==> src/rtl/lotr_pkg.sv <==
// Shared types for the core-to-fabric requester: ring opcodes, request record,
// per-thread tracking states and the position of the core-ID field in an address.
package lotr_pkg;

  localparam int C2F_THREADS = 4;
  localparam int MSB_CORE_ID = 31;
  localparam int LSB_CORE_ID = 24;

  typedef enum logic [1:0] {
    RD     = 2'd0,
    WR     = 2'd1,
    RD_RSP = 2'd2
  } t_opcode;

  typedef struct packed {
    t_opcode                opcode;
    logic [31:0]            address;
    logic [31:0]            data;
    logic [C2F_THREADS-1:0] thread;
  } t_c2f_req;

  typedef enum logic [1:0] {
    T_IDLE     = 2'd0,
    T_QUEUED   = 2'd1,
    T_WAIT_RSP = 2'd2
  } t_thr_state;

  localparam logic [C2F_THREADS-1:0] THR_ONE = 1;

  function automatic logic is_onehot(input logic [C2F_THREADS-1:0] v);
    return (v != '0) && ((v & (v - THR_ONE)) == '0);
  endfunction

endpackage

==> src/rtl/c2f_req_fifo.sv <==
// Synchronous FIFO of generic element type; head is read straight from the storage
// flops and forced to zero while empty so downstream fields idle at 0.
module c2f_req_fifo #(
  parameter int  DEPTH = 4,
  parameter type T     = logic [7:0]
) (
  input  logic clk,
  input  logic rst,
  input  logic push,
  input  T     din,
  input  logic pop,
  output T     head,
  output logic valid,
  output logic full
);

  localparam int PW = (DEPTH > 1) ? $clog2(DEPTH) : 1;
  localparam int CW = $clog2(DEPTH + 1);

  T              mem [DEPTH];
  logic [PW-1:0] rd_ptr;
  logic [PW-1:0] wr_ptr;
  logic [CW-1:0] count;
  logic          do_push;
  logic          do_pop;

  function automatic logic [PW-1:0] inc(input logic [PW-1:0] p);
    if (p == PW'(DEPTH - 1)) return '0;
    return p + PW'(1);
  endfunction

  assign valid   = (count != '0);
  assign full    = (count == CW'(DEPTH));
  assign do_pop  = pop && valid;
  assign do_push = push && (!full || do_pop);
  assign head    = valid ? mem[rd_ptr] : '0;

  always_ff @(posedge clk) begin
    if (rst) begin
      rd_ptr <= '0;
      wr_ptr <= '0;
      count  <= '0;
    end else begin
      if (do_push) wr_ptr <= inc(wr_ptr);
      if (do_pop)  rd_ptr <= inc(rd_ptr);
      case ({do_push, do_pop})
        2'b10:   count <= count + CW'(1);
        2'b01:   count <= count - CW'(1);
        default: count <= count;
      endcase
    end
  end

  always_ff @(posedge clk) begin
    if (do_push) mem[wr_ptr] <= din;
  end

  a_no_push_when_full: assert property (@(posedge clk) disable iff (rst) !(push && full));

endmodule

==> src/rtl/c2f_req_ctrl.sv <==
// Core-to-fabric requester: turns remote core loads/stores into ring RD/WR requests
// and routes RD_RSP data back to the thread that is waiting for it.
module c2f_req_ctrl
  import lotr_pkg::*;
#(
  parameter int NUM_THREADS = C2F_THREADS
) (
  input  logic                   QClk,
  input  logic                   RstQnnnH,
  input  logic [7:0]             CoreIdStrap,
  input  logic [NUM_THREADS-1:0] ThreadQ103H,
  input  logic [31:0]            AddressQ103H,
  input  logic [3:0]             ByteEnQ103H,
  input  logic [31:0]            WrDataQ103H,
  input  logic                   RdEnQ103H,
  input  logic                   WrEnQ103H,
  output logic [NUM_THREADS-1:0] ThreadPendingQnnnH,
  output logic                   C2F_RdRspValidQ104H,
  output logic [NUM_THREADS-1:0] C2F_RdRspThreadQ104H,
  output logic [31:0]            C2F_RdRspDataQ104H,
  output logic                   C2F_ErrStickyQnnnH,
  output logic                   C2F_ReqValidQ500H,
  input  logic                   C2F_ReqReadyQ500H,
  output t_opcode                C2F_ReqOpcodeQ500H,
  output logic [31:0]            C2F_ReqAddressQ500H,
  output logic [31:0]            C2F_ReqDataQ500H,
  output logic [NUM_THREADS-1:0] C2F_ReqThreadQ500H,
  input  logic                   C2F_RspValidQ502H,
  input  t_opcode                C2F_RspOpcodeQ502H,
  input  logic [NUM_THREADS-1:0] C2F_RspThreadQ502H,
  input  logic [31:0]            C2F_RspDataQ502H
);

  t_thr_state             state [NUM_THREADS];
  logic [NUM_THREADS-1:0] pending;
  logic [NUM_THREADS-1:0] waiting;
  logic [7:0]             core_id;
  logic                   access;
  logic                   remote;
  logic                   req_err;
  logic                   push;
  logic                   pop;
  logic                   rsp_hit;
  logic                   rsp_err;
  logic                   head_valid;
  logic                   fifo_full;
  t_c2f_req               push_req;
  t_c2f_req               head;

  always_comb begin
    pending = '0;
    waiting = '0;
    for (int t = 0; t < NUM_THREADS; t++) begin
      pending[t] = (state[t] != T_IDLE);
      waiting[t] = (state[t] == T_WAIT_RSP);
    end
  end

  // Q103H decode: a remote access targets neither core 0 nor this core.
  assign core_id = AddressQ103H[MSB_CORE_ID:LSB_CORE_ID];
  assign access  = RdEnQ103H | WrEnQ103H;
  assign remote  = access && (core_id != '0) && (core_id != CoreIdStrap);
  assign pop     = head_valid && C2F_ReqReadyQ500H;

  // Bad accesses are dropped outright; the ring only carries full-word writes.
  assign req_err = (access && ((RdEnQ103H && WrEnQ103H) || ((ThreadQ103H & pending) != '0)))
                || (remote && WrEnQ103H && (ByteEnQ103H != 4'b1111))
                || (remote && fifo_full && !pop);
  assign push    = remote && !req_err;

  always_comb begin
    push_req         = '0;
    push_req.opcode  = WrEnQ103H ? WR : RD;
    push_req.address = AddressQ103H;
    push_req.data    = WrEnQ103H ? WrDataQ103H : '0;
    push_req.thread  = ThreadQ103H;
  end

  assign rsp_hit = C2F_RspValidQ502H && (C2F_RspOpcodeQ502H == RD_RSP)
                && is_onehot(C2F_RspThreadQ502H) && ((C2F_RspThreadQ502H & waiting) != '0);
  assign rsp_err = C2F_RspValidQ502H && !rsp_hit;

  c2f_req_fifo #(
    .DEPTH (NUM_THREADS),
    .T     (t_c2f_req)
  ) u_fifo (
    .clk   (QClk),
    .rst   (RstQnnnH),
    .push  (push),
    .din   (push_req),
    .pop   (pop),
    .head  (head),
    .valid (head_valid),
    .full  (fifo_full)
  );

  assign C2F_ReqValidQ500H   = head_valid;
  assign C2F_ReqOpcodeQ500H  = head.opcode;
  assign C2F_ReqAddressQ500H = head.address;
  assign C2F_ReqDataQ500H    = head.data;
  assign C2F_ReqThreadQ500H  = head.thread;
  assign ThreadPendingQnnnH  = pending;

  // Writes are posted: they retire on the ring accept, reads wait for RD_RSP.
  always_ff @(posedge QClk) begin
    for (int t = 0; t < NUM_THREADS; t++) begin
      if (RstQnnnH) begin
        state[t] <= T_IDLE;
      end else if (push && ThreadQ103H[t]) begin
        state[t] <= T_QUEUED;
      end else if (pop && head.thread[t]) begin
        state[t] <= (head.opcode == RD) ? T_WAIT_RSP : T_IDLE;
      end else if (rsp_hit && C2F_RspThreadQ502H[t]) begin
        state[t] <= T_IDLE;
      end
    end
  end

  // Q104H response capture and sticky error.
  always_ff @(posedge QClk) begin
    if (RstQnnnH) begin
      C2F_RdRspValidQ104H  <= 1'b0;
      C2F_RdRspThreadQ104H <= '0;
      C2F_RdRspDataQ104H   <= '0;
      C2F_ErrStickyQnnnH   <= 1'b0;
    end else begin
      C2F_RdRspValidQ104H  <= rsp_hit;
      C2F_RdRspThreadQ104H <= rsp_hit ? C2F_RspThreadQ502H : '0;
      C2F_RdRspDataQ104H   <= rsp_hit ? C2F_RspDataQ502H : '0;
      C2F_ErrStickyQnnnH   <= C2F_ErrStickyQnnnH | req_err | rsp_err;
    end
  end

endmodule

==> config.mk <==
export PLATFORM = sky130hd
export DESIGN_NAME = c2f_req_ctrl
export DESIGN_NICKNAME = d
export VERILOG_FILES = /design/src/rtl/lotr_pkg.sv /design/src/rtl/c2f_req_fifo.sv /design/src/rtl/c2f_req_ctrl.sv
export SDC_FILE = /design/constraint.sdc
export NUM_CORES = 1
export LEC_CHECK = 0
export CORE_MARGIN = 1
export CORE_UTILIZATION = 39
export DETAILED_ROUTE_END_ITERATION = 6
export PLACE_DENSITY = 0.69
export SYNTH_ARGS = -nofsm -noshare
export SYNTH_HDL_FRONTEND = slang
export SYNTH_SLANG_ARGS = --single-unit
==> constraint.sdc <==
create_clock -name QClk -period 4.1 [get_ports QClk]
set_input_delay 0.82 -clock QClk [delete_from_list [all_inputs] [get_ports QClk]]
set_output_delay 0.82 -clock QClk [all_outputs]
set_load 0.01 [all_outputs]
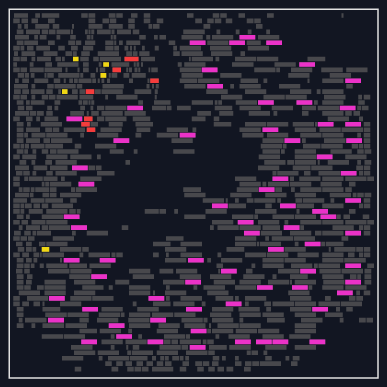
(gate-type map)
Drawn at 2 px/µm.
- red: adder and majority cells (cells 7; most used ha_1; where north-west)
- yellow: AND-OR and OR-AND gates (cells 5; most used a211o_1; where north-west)
- magenta: multiplexers (cells 69; most used mux4_2; where spread over the die)

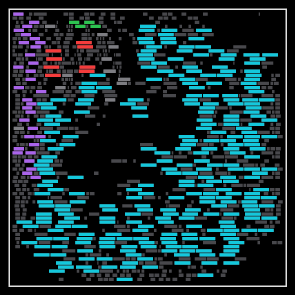
(sequential cells colored by netlist name)
Drawn at 1.5 px/µm.
- purple: `C2F_RdRspDataQ104H` (sequential cells 32)
- cyan: `u_fifo.mem` (sequential cells 276; where spread over the die)
- green: `C2F_RdRspThreadQ104H` (sequential cells 4; where north-west)
- red: `state` (sequential cells 8; where north-west)

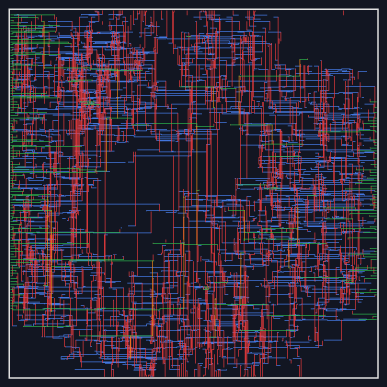
(metal layers overlaid)
Drawn at 2 px/µm.
- orange: met4 (wire length 473 µm)
- blue: met1 (wire length 11000 µm)
- red: met2 (wire length 13400 µm)
- green: met3 (wire length 2100 µm)

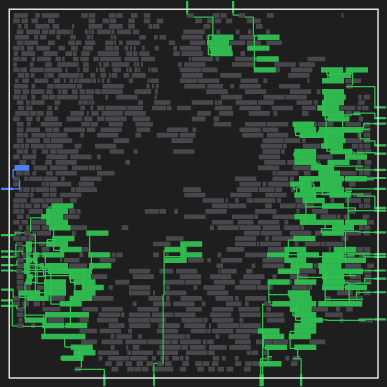
(I/O nets highlighted)
Drawn at 2 px/µm.
- green: `AddressQ103H` (bits 32; direction input; end cells 138; buffers 32; wire 1890 µm)
- blue: `C2F_RdRspValidQ104H` (bits 1; direction output; end cells 1; buffers 1; wire 20.9 µm)

==> run notes <==
flow finished, numbers: clock buffer count=46, Power, Total=8.25 mW, Seq/Total Area, Yosys=0.736, outcome=complete, no violations, first-pass GRT wire length=41400 µm, Clock Tree Root=clkbuf_16, I/O pins=237, setup_tns=0 ns, max FFs per register=276, CP Capture Type=output pin, Top Layout Cells=edfxtp_1, clkdlybuf4s50_1, and2_1, mux4_2, dfxtp_1, MI comb cells=303, Final ANT Viol Nets=0, Largest regs=u_fifo.mem: 276 flops, C2F_RdRspDataQ104H: 32 flops, state: 8 flops, Multi-input gate area=3170 µm², DR pass1 iterations=5, Fill cells=2714, non-clk buf share=0.154, top-area cell type share of the netlist area=0.663, Wirelength per Cell=19.2 µm, Post-Syn Area=12900 µm², Slew HR=0.424, Synth Instances=682, Post-synth ARST share=0, period utilization=0.860, Non-clock inverters=12, met1 GRT Util=0.200, fmax=0.284 GHz, GRT Total Usage=0.163, Yosys chip area=12900 µm², Startpoint Class=flop, Detailed Place HPWL=17100 µm, Max VDD drop=0.252 mV, vias in the first global route=7429, largest net degree at the start of global routing=51, worst hold path class=flop to flop, GR Overflow Total=0, Area Growth Syn to Fin=31.5%, RD Place Congestion=0.788, Core ar.=32500 µm², slew of the pin with the lowest slew margin=0.863 ns, TritonCTS Sinks=331, Synth cell types=46, Hold Path Depth=2, instance area at placement=15900 µm², CTS buffer count=35, fin cells=1404
-- critical path: stages, from the launching register on --
cell,delay [ns]
dfxtp_1,0.33
or3_2,0.88
buf_12,0.33
and2_1,0.16
clkdlybuf4s50_1,0.50
-- power breakdown --
part	total [mW]	switching (mW)	internal [mW]
sequential	3.75	0.0333	3.72
clock	2.92	1.25	1.67
combinational	1.58	0.703	0.875
-- cells by family after synthesis --
family,after synthesis,share of synthesized area
AOI/OAI and AO/OA,28,0.0160
muxes,69,0.121
buffers and inverters,48,0.0191
xor gates and xnor gates,10,0.00681
and+or+nand+nor,188,0.0936
DFF,331,0.736
adders and majority gates,7,0.00739
other,1,0.000291
-- routing by layer --
layer  wire length, µm  vias to the layer above
met5                 0                        -
li1                  -                     3138
met2             13400                      268
met1             11000                     3448
met3              2100                       41
met4               473                        0
Power figures rest on the tool's default switching activity, not on a simulated workload.
